===== src/rtl/data_mem_ctrl_pkg.sv =====
// Shared types for the data-memory access sequencer: FSM states, operation encoding,
// default widths and the wait-state counter width.
package data_mem_ctrl_pkg;

  localparam int DEF_ADDR_W = 16;
  localparam int DEF_DATA_W = 16;
  localparam int CNT_W      = 4;

  typedef enum logic [1:0] {
    IDLE  = 2'd0,
    SETUP = 2'd1,
    WAIT  = 2'd2,
    DONE  = 2'd3
  } state_e;

  typedef enum logic {
    OP_RD = 1'b0,
    OP_WR = 1'b1
  } op_e;

endpackage


===== src/rtl/dmem_wait_counter.sv =====
// Loadable down-counter that times the RAM wait states; tc flags a count of zero.
module dmem_wait_counter #(
  parameter int CNT_W = 4
) (
  input  logic             clock,
  input  logic             reset,
  input  logic             load,
  input  logic [CNT_W-1:0] load_val,
  input  logic             dec,
  output logic             tc
);

  logic [CNT_W-1:0] count;

  // NOTE: sequential state uses non-blocking assignments so every flop samples
  // the pre-edge values regardless of process ordering.
  always_ff @(posedge clock or posedge reset) begin
    if (reset) begin
      count <= '0;
    end else if (load) begin
      count <= load_val;
    end else if (dec && count != '0) begin
      count <= count - CNT_W'(1);
    end
  end

  assign tc = (count == '0);

endmodule


===== src/rtl/data_mem_ctrl.sv =====
// Data-memory access sequencer: latches a request, strobes the RAM for 1+WAIT_CYCLES cycles,
// then pulses done. Optional range check enabled by defining DMEM_ADDR_CHECK_EN.
module data_mem_ctrl
  import data_mem_ctrl_pkg::*;
#(
  parameter int          ADDR_W      = DEF_ADDR_W,
  parameter int          DATA_W      = DEF_DATA_W,
  parameter int          WAIT_CYCLES = 2,
  parameter int unsigned MEM_DEPTH   = 4096
) (
  input  logic              clock,
  input  logic              reset,
  input  logic              start_rd,
  input  logic              start_wr,
  input  logic [ADDR_W-1:0] addr_in,
  input  logic [DATA_W-1:0] wdata_in,
  output logic              mem_en,
  output logic              mem_we,
  output logic [ADDR_W-1:0] mem_addr,
  output logic [DATA_W-1:0] mem_wdata,
  input  logic [DATA_W-1:0] mem_rdata,
  output logic [DATA_W-1:0] rd_data,
  output logic              busy,
  output logic              done,
  output logic              err
);

  localparam logic [CNT_W-1:0] WAIT_LOAD =
    CNT_W'((WAIT_CYCLES > 0) ? WAIT_CYCLES - 1 : 0);

  state_e state_q, state_d;
  op_e    op_q, op_d;
  logic   range_err_q, range_err_d;
  logic   cnt_load, cnt_dec, cnt_tc;
  logic   one_req, both_req, addr_bad, accept, strobe_d;

  assign one_req  = start_rd ^ start_wr;
  assign both_req = start_rd & start_wr;
  assign accept   = (state_q == IDLE) && one_req;

`ifdef DMEM_ADDR_CHECK_EN
  assign addr_bad = (32'(addr_in) >= MEM_DEPTH);
`else
  logic unused_depth;
  assign addr_bad     = 1'b0;
  assign unused_depth = (MEM_DEPTH != 0);
`endif

  dmem_wait_counter #(.CNT_W(CNT_W)) u_wait_counter (
    .clock    (clock),
    .reset    (reset),
    .load     (cnt_load),
    .load_val (WAIT_LOAD),
    .dec      (cnt_dec),
    .tc       (cnt_tc)
  );

  // NOTE: every signal driven here gets a default first, so no path leaves it
  // unassigned and no latch is inferred.
  always_comb begin
    state_d     = state_q;
    op_d        = op_q;
    range_err_d = range_err_q;
    cnt_load    = 1'b0;
    cnt_dec     = 1'b0;
    case (state_q)
      IDLE: begin
        if (one_req) begin
          op_d        = start_wr ? OP_WR : OP_RD;
          range_err_d = addr_bad;
          state_d     = addr_bad ? DONE : SETUP;
        end
      end
      SETUP: begin
        if (WAIT_CYCLES == 0) begin
          state_d = DONE;
        end else begin
          state_d  = WAIT;
          cnt_load = 1'b1;
        end
      end
      WAIT: begin
        if (cnt_tc) state_d = DONE;
        else        cnt_dec = 1'b1;
      end
      DONE:    state_d = IDLE;
      default: state_d = IDLE;
    endcase
  end

  assign strobe_d = (state_d == SETUP) || (state_d == WAIT);

  always_ff @(posedge clock or posedge reset) begin
    if (reset) begin
      state_q     <= IDLE;
      op_q        <= OP_RD;
      range_err_q <= 1'b0;
    end else begin
      state_q     <= state_d;
      op_q        <= op_d;
      range_err_q <= range_err_d;
    end
  end

  // Outputs are registered from next-state so they line up with the state they describe.
  always_ff @(posedge clock or posedge reset) begin
    if (reset) begin
      mem_en    <= 1'b0;
      mem_we    <= 1'b0;
      mem_addr  <= '0;
      mem_wdata <= '0;
      rd_data   <= '0;
      busy      <= 1'b0;
      done      <= 1'b0;
      err       <= 1'b0;
    end else begin
      mem_en <= strobe_d;
      mem_we <= strobe_d && (op_d == OP_WR);
      busy   <= (state_d != IDLE);
      done   <= (state_d == DONE);
      err    <= (state_q == IDLE) && (both_req || (one_req && addr_bad));
      if (accept) begin
        mem_addr  <= addr_in;
        mem_wdata <= wdata_in;
      end
      if (state_q == DONE && op_q == OP_RD && !range_err_q) begin
        rd_data <= mem_rdata;
      end
    end
  end

endmodule


===== config.mk =====
export PLATFORM = sky130hd
export DESIGN_NAME = data_mem_ctrl
export DESIGN_NICKNAME = d
export VERILOG_FILES = /design/src/rtl/data_mem_ctrl_pkg.sv /design/src/rtl/dmem_wait_counter.sv /design/src/rtl/data_mem_ctrl.sv
export SDC_FILE = /design/constraint.sdc
export NUM_CORES = 1
export LEC_CHECK = 0
export CORE_MARGIN = 1
export CORE_UTILIZATION = 30
export CTS_BUF_LIST = sky130_fd_sc_hd__clkbuf_16
export CTS_CLUSTER_DIAMETER = 30
export DETAILED_ROUTE_END_ITERATION = 10
export GPL_TIMING_DRIVEN = 0
export PLACE_DENSITY_LB_ADDON = 0.1
export SYNTH_ARGS = -nofsm -noshare
export SYNTH_HDL_FRONTEND = slang
export SYNTH_SLANG_ARGS = --single-unit

===== constraint.sdc =====
create_clock -name clock -period 5.1 [get_ports clock]
set_input_delay 0.51 -clock clock [delete_from_list [all_inputs] [get_ports clock]]
set_output_delay 0.51 -clock clock [all_outputs]
set_load 0.01 [all_outputs]

Figure 1. Where the registers sit.
Bar = 20 um. Other sequential cells in the stronger grey, the rest of the logic in the fainter grey.
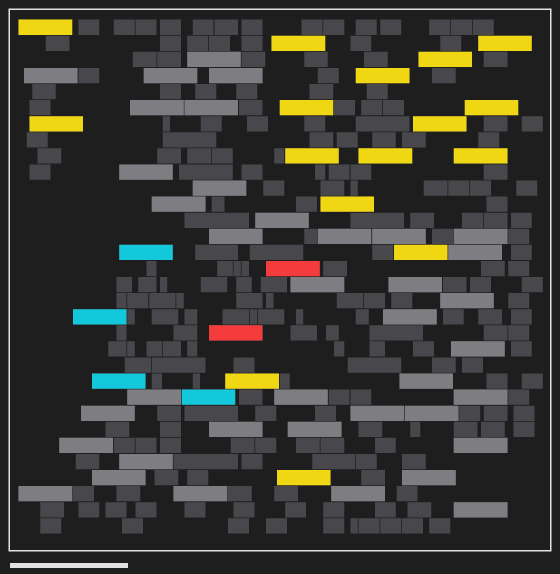
legend:
  u_wait_counter.count:
    colour: cyan
    placed_flops: 4
  mem_addr:
    colour: yellow
    placed_flops: 16
  state_q:
    colour: red
    placed_flops: 2
not coloured: 38

Figure 2. Nets reached from selected ports.
Bar = 20 um.
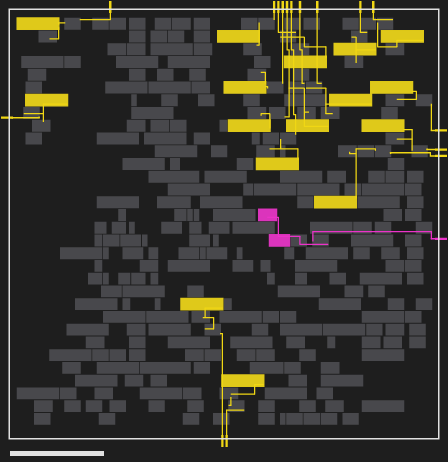
legend:
  mem_addr:
    colour: yellow
    bits: 16
    direction: output
    edge: 10 top, 3 right, 2 bottom, 1 left
    end_cells: 16
    buffers: 16
    wire: 364 um
  start_wr:
    colour: magenta
    bits: 1
    direction: input
    edge: right
    end_cells: 2
    buffers: 1
    wire: 48.2 um
# IOs: 105
Port Buf Inserts: 104

Figure 3. Zoomed window.
Bar = 10 um. Window x 10 to 35, y 10 to 35 um. Cells in grey, sequential cells in the stronger grey; small squares are vias.
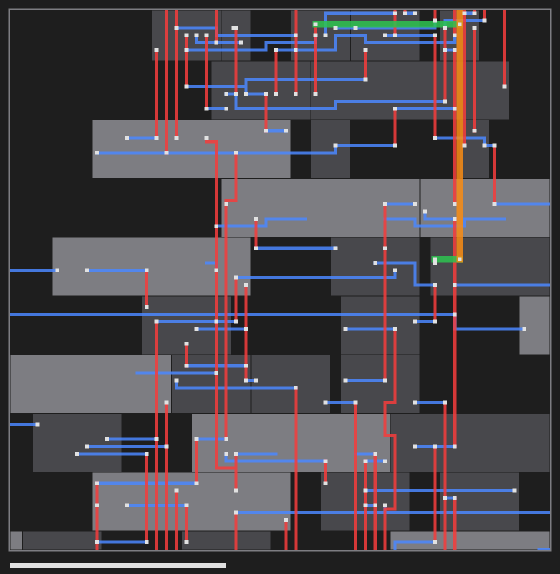
legend:
  met4:
    colour: orange
  met1:
    colour: blue
  met2:
    colour: red
  met3:
    colour: green
sequential cells in the window: 7
cells with their middle in the window: 27
netlist names of flops here include: mem_wdata (5), u_wait_counter.count (2)
most frequent: dfrtp_1 (7), clkdlybuf4s50_1 (5), mux2_1 (4)

Figure 4. Routing congestion map.
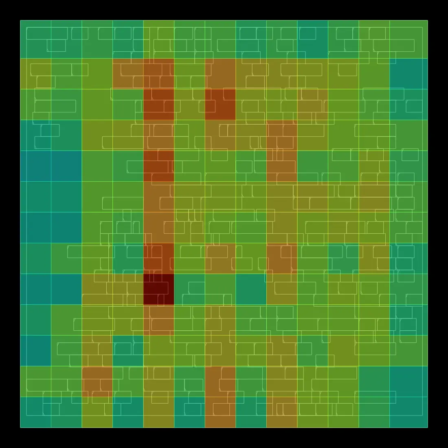
Global Route Usage Sum: 13.1%
met1 Track Usage GR: 16.1%
Final Util: 50.3%

==> impl_metrics.yaml <==
# flow metrics
status:
  outcome: "finished, final reports clean"
setup_path:
  startpoint: "start_wr"
  startpoint_type: "input port"
  critPathArrivalTime_ps: 2160
  r2r_end: "mem_we"
  end_kind: "register"
  path_max_fanout: 10
  crit_slowest_cell: "clkdlybuf4s50_1"
  required_ps: 5300
  worstReg2RegStart: "u_wait_counter.count[0]"
  endpoint: "mem_wdata[2]"
  path_cells: "clkdlybuf4s50_1 > ha_1 > nand2_1 > buf_2 > mux2_2"
  reg2reg_slack_ps: 3210
  cpPeakStageDelay_ps: 430
  reg2reg_depth: 7
  worstSetupPathType: "in -> reg"
global_routing:
  top_usage_layer: "met2"
  met2_usage_pct: 21.5
  grt_pass1_wl_um: 8510
  grt_max_degree: 33
  grt_pass1_vias: 1681
  grt_overflow: 0
  use_met3_pct: 3.43
  antenna_found_initial: 0
sta:
  fin_crit_sh_pct: 38.5
  fin_ws_ps: 3140
  fin_skew_ps: 6.26
  final_hold_viol_count: 0
  whs_ps: 479
  setup_violations: 0
  slew_headroom_pct: 58.1
  period_minus_slack_ps: 1960
  tightest_slew_ps: 628
  slew_violations: 0
  rsz0062_at_grt: "no"
  fmax_ghz: 0.509
  finalSetupTns_ps: 0
route:
  wl_met3_um: 248
  met2_length_um: 2560
  drt_iter0_markers: 28
  postRouteAntennaNets: 0
  wire_per_inst_um: 13.4
  wl_um: 5050
  first_pass_iters: 3
  drc: 0
  vias_per_cell: 4.32
  wl_met1_um: 2170
  via_count: 1625
  highest_layer: "met4"
clock_tree:
  numCtsBuffers: 9
  hold_buffers: 0
  ctsRootBufferMaster: "clkbuf_16"
  cts_tree: "done"
  cts_max_level: 3
  clock-sinks: 60
  insertion_delay_ps: 320
  post_cts_buffers: 0
  path_clk_slew_ps: 50
  cts_buffer_depth: 2
  post_cts_resized: 0
run:
  cap_viol_max_count: 0
  warnings: 31
synthesis:
  top_cell: "dfrtp_1"
  ys_types: 24
  synthFlopType: "dfrtp_1"
  synthesis.nets: 215
  compound_area_share_pct: 2.61
  yosys_warnings: 0
  synthTopCellsByArea: "dfrtp_1, mux2_1, mux2_2"
  syn_area_um2: 2390
  adder_share_pct: 4.70
  top_area_cell: "dfrtp_1"
  netlist_top_cells_count: "dfrtp_1, mux2_1, mux2_2, ha_1, inv_1"
  postSynthSeqShare_pct: 62.7
  synthCells: 154
  synth-edff-count: 0
  mux_area_share_pct: 23.1
  simple_gate_area_share_pct: 4.44
  yosys-stat-cells: 154
  ys_sh_xor_pct: 0
  yosysTopAreaCellShare_pct: 62.7
  avgSynthCellArea_um2: 15.5
  ys.flops: 60
  synthArstFlopShare_pct: 100
  ys_chip_area_um2: 2390
  top_logic_kind: "multiplexers"
layout:
  areaGrowthSynthToFinish_pct: 62.4
  drive_gt1_share_pct: 13.9
  design_area_um2: 3890
  logic_area_um2: 833
  layoutNonFillerInstCount: 376
  fin_nets: 331
  regArea_um2: 1500
  n_antenna_cell: 0
  num-fill-cells: 688
pwr:
  p_total_uw: 2510
  powerDensity_nw_per_um2: 645
  power.leakage_uw: 0.00165
  ir_worst_vdd_mv: 0.201
placement:
  hpwl_um: 3640
  dpl_worst_slack_ps: 2810
  place.gp.congestion: 0.670
  place_inst: 361
  dpl_cell_area_um2: 3580
min_path:
  hold_end: "rd_data[2]"
  hp-start: "rd_data[2]"
  whs_path_depth: 1
  hold_path.class: "reg -> reg"
floorplanning:
  core_area_um2: 7730
  fp.dieH_um: 91.3
  row_count: 32
  initCoreUtil_pct: 31.0
  chipArea_um2: 8340
  fp.dieW_um: 91.3
[sequential cells by signal, summed over array words and instances, names as in the netlist]
name and cells:
mem_we 1, u_wait_counter.count 4, done 1, mem_addr 16, busy 1, state_q 2
err 1, mem_en 1, op_q 1, rd_data 16, mem_wdata 16
[cell usage in the layout (no fill, tap or decap)]
cell	Yosys	layout
nor2_1	2	2
a311oi_1	1	1
or3_1	1	1
buf_2	5	5
nand2_1	3	3
buf_12	0	1
a21o_1	1	1
nor2b_1	1	1
nor4_2	1	1
and2_1	2	2
clkdlybuf4s50_1	0	104
a211oi_1	1	1
mux2_2	15	15
inv_2	0	1
clkinvlp_4	0	1
dfrtp_1	60	60
bufinv_16	0	2
or2_1	1	1
a31o_1	1	1
clkbuf_16	0	9
clkinv_1	0	2
buf_6	1	1
or3b_1	1	1
mux2_1	34	34
nor3b_1	2	2
inv_1	6	5
ha_1	9	9
a211oi_4	1	1
a21oi_1	2	2
or4b_1	1	1
clkinv_2	0	1
nand3_1	2	2
[cells by family after synthesis]
group | after synthesis
DFF | 60
and+or+nand+nor | 17
buffers and inverters | 12
muxes | 49
AOI/OAI and AO/OA | 7
adders and majority gates | 9
[critical path, delay by kind of cell]
kind,cells,cell delay [ps]
adders and majority gates,1,320
buffers and inverters,2,740
muxes,1,370
and+or+nand+nor,1,220
[area by class of cell]
class / count / area share (%)
inverter: 6 / 0.579
clock inverter: 6 / 2.06
tap: 102 / 3.28
sequential: 60 / 38.6
timing repair buffer: 105 / 27.3
clock buffer: 9 / 5.79
buffer: 6 / 0.933
multi-input combinational: 82 / 21.4
[where the power goes]
part	internal (uW)	switching, uW
Sequential	720	113
Clock	420	200
Combinational	640	415
Power figures rest on the tool's default switching activity, not on a simulated workload.
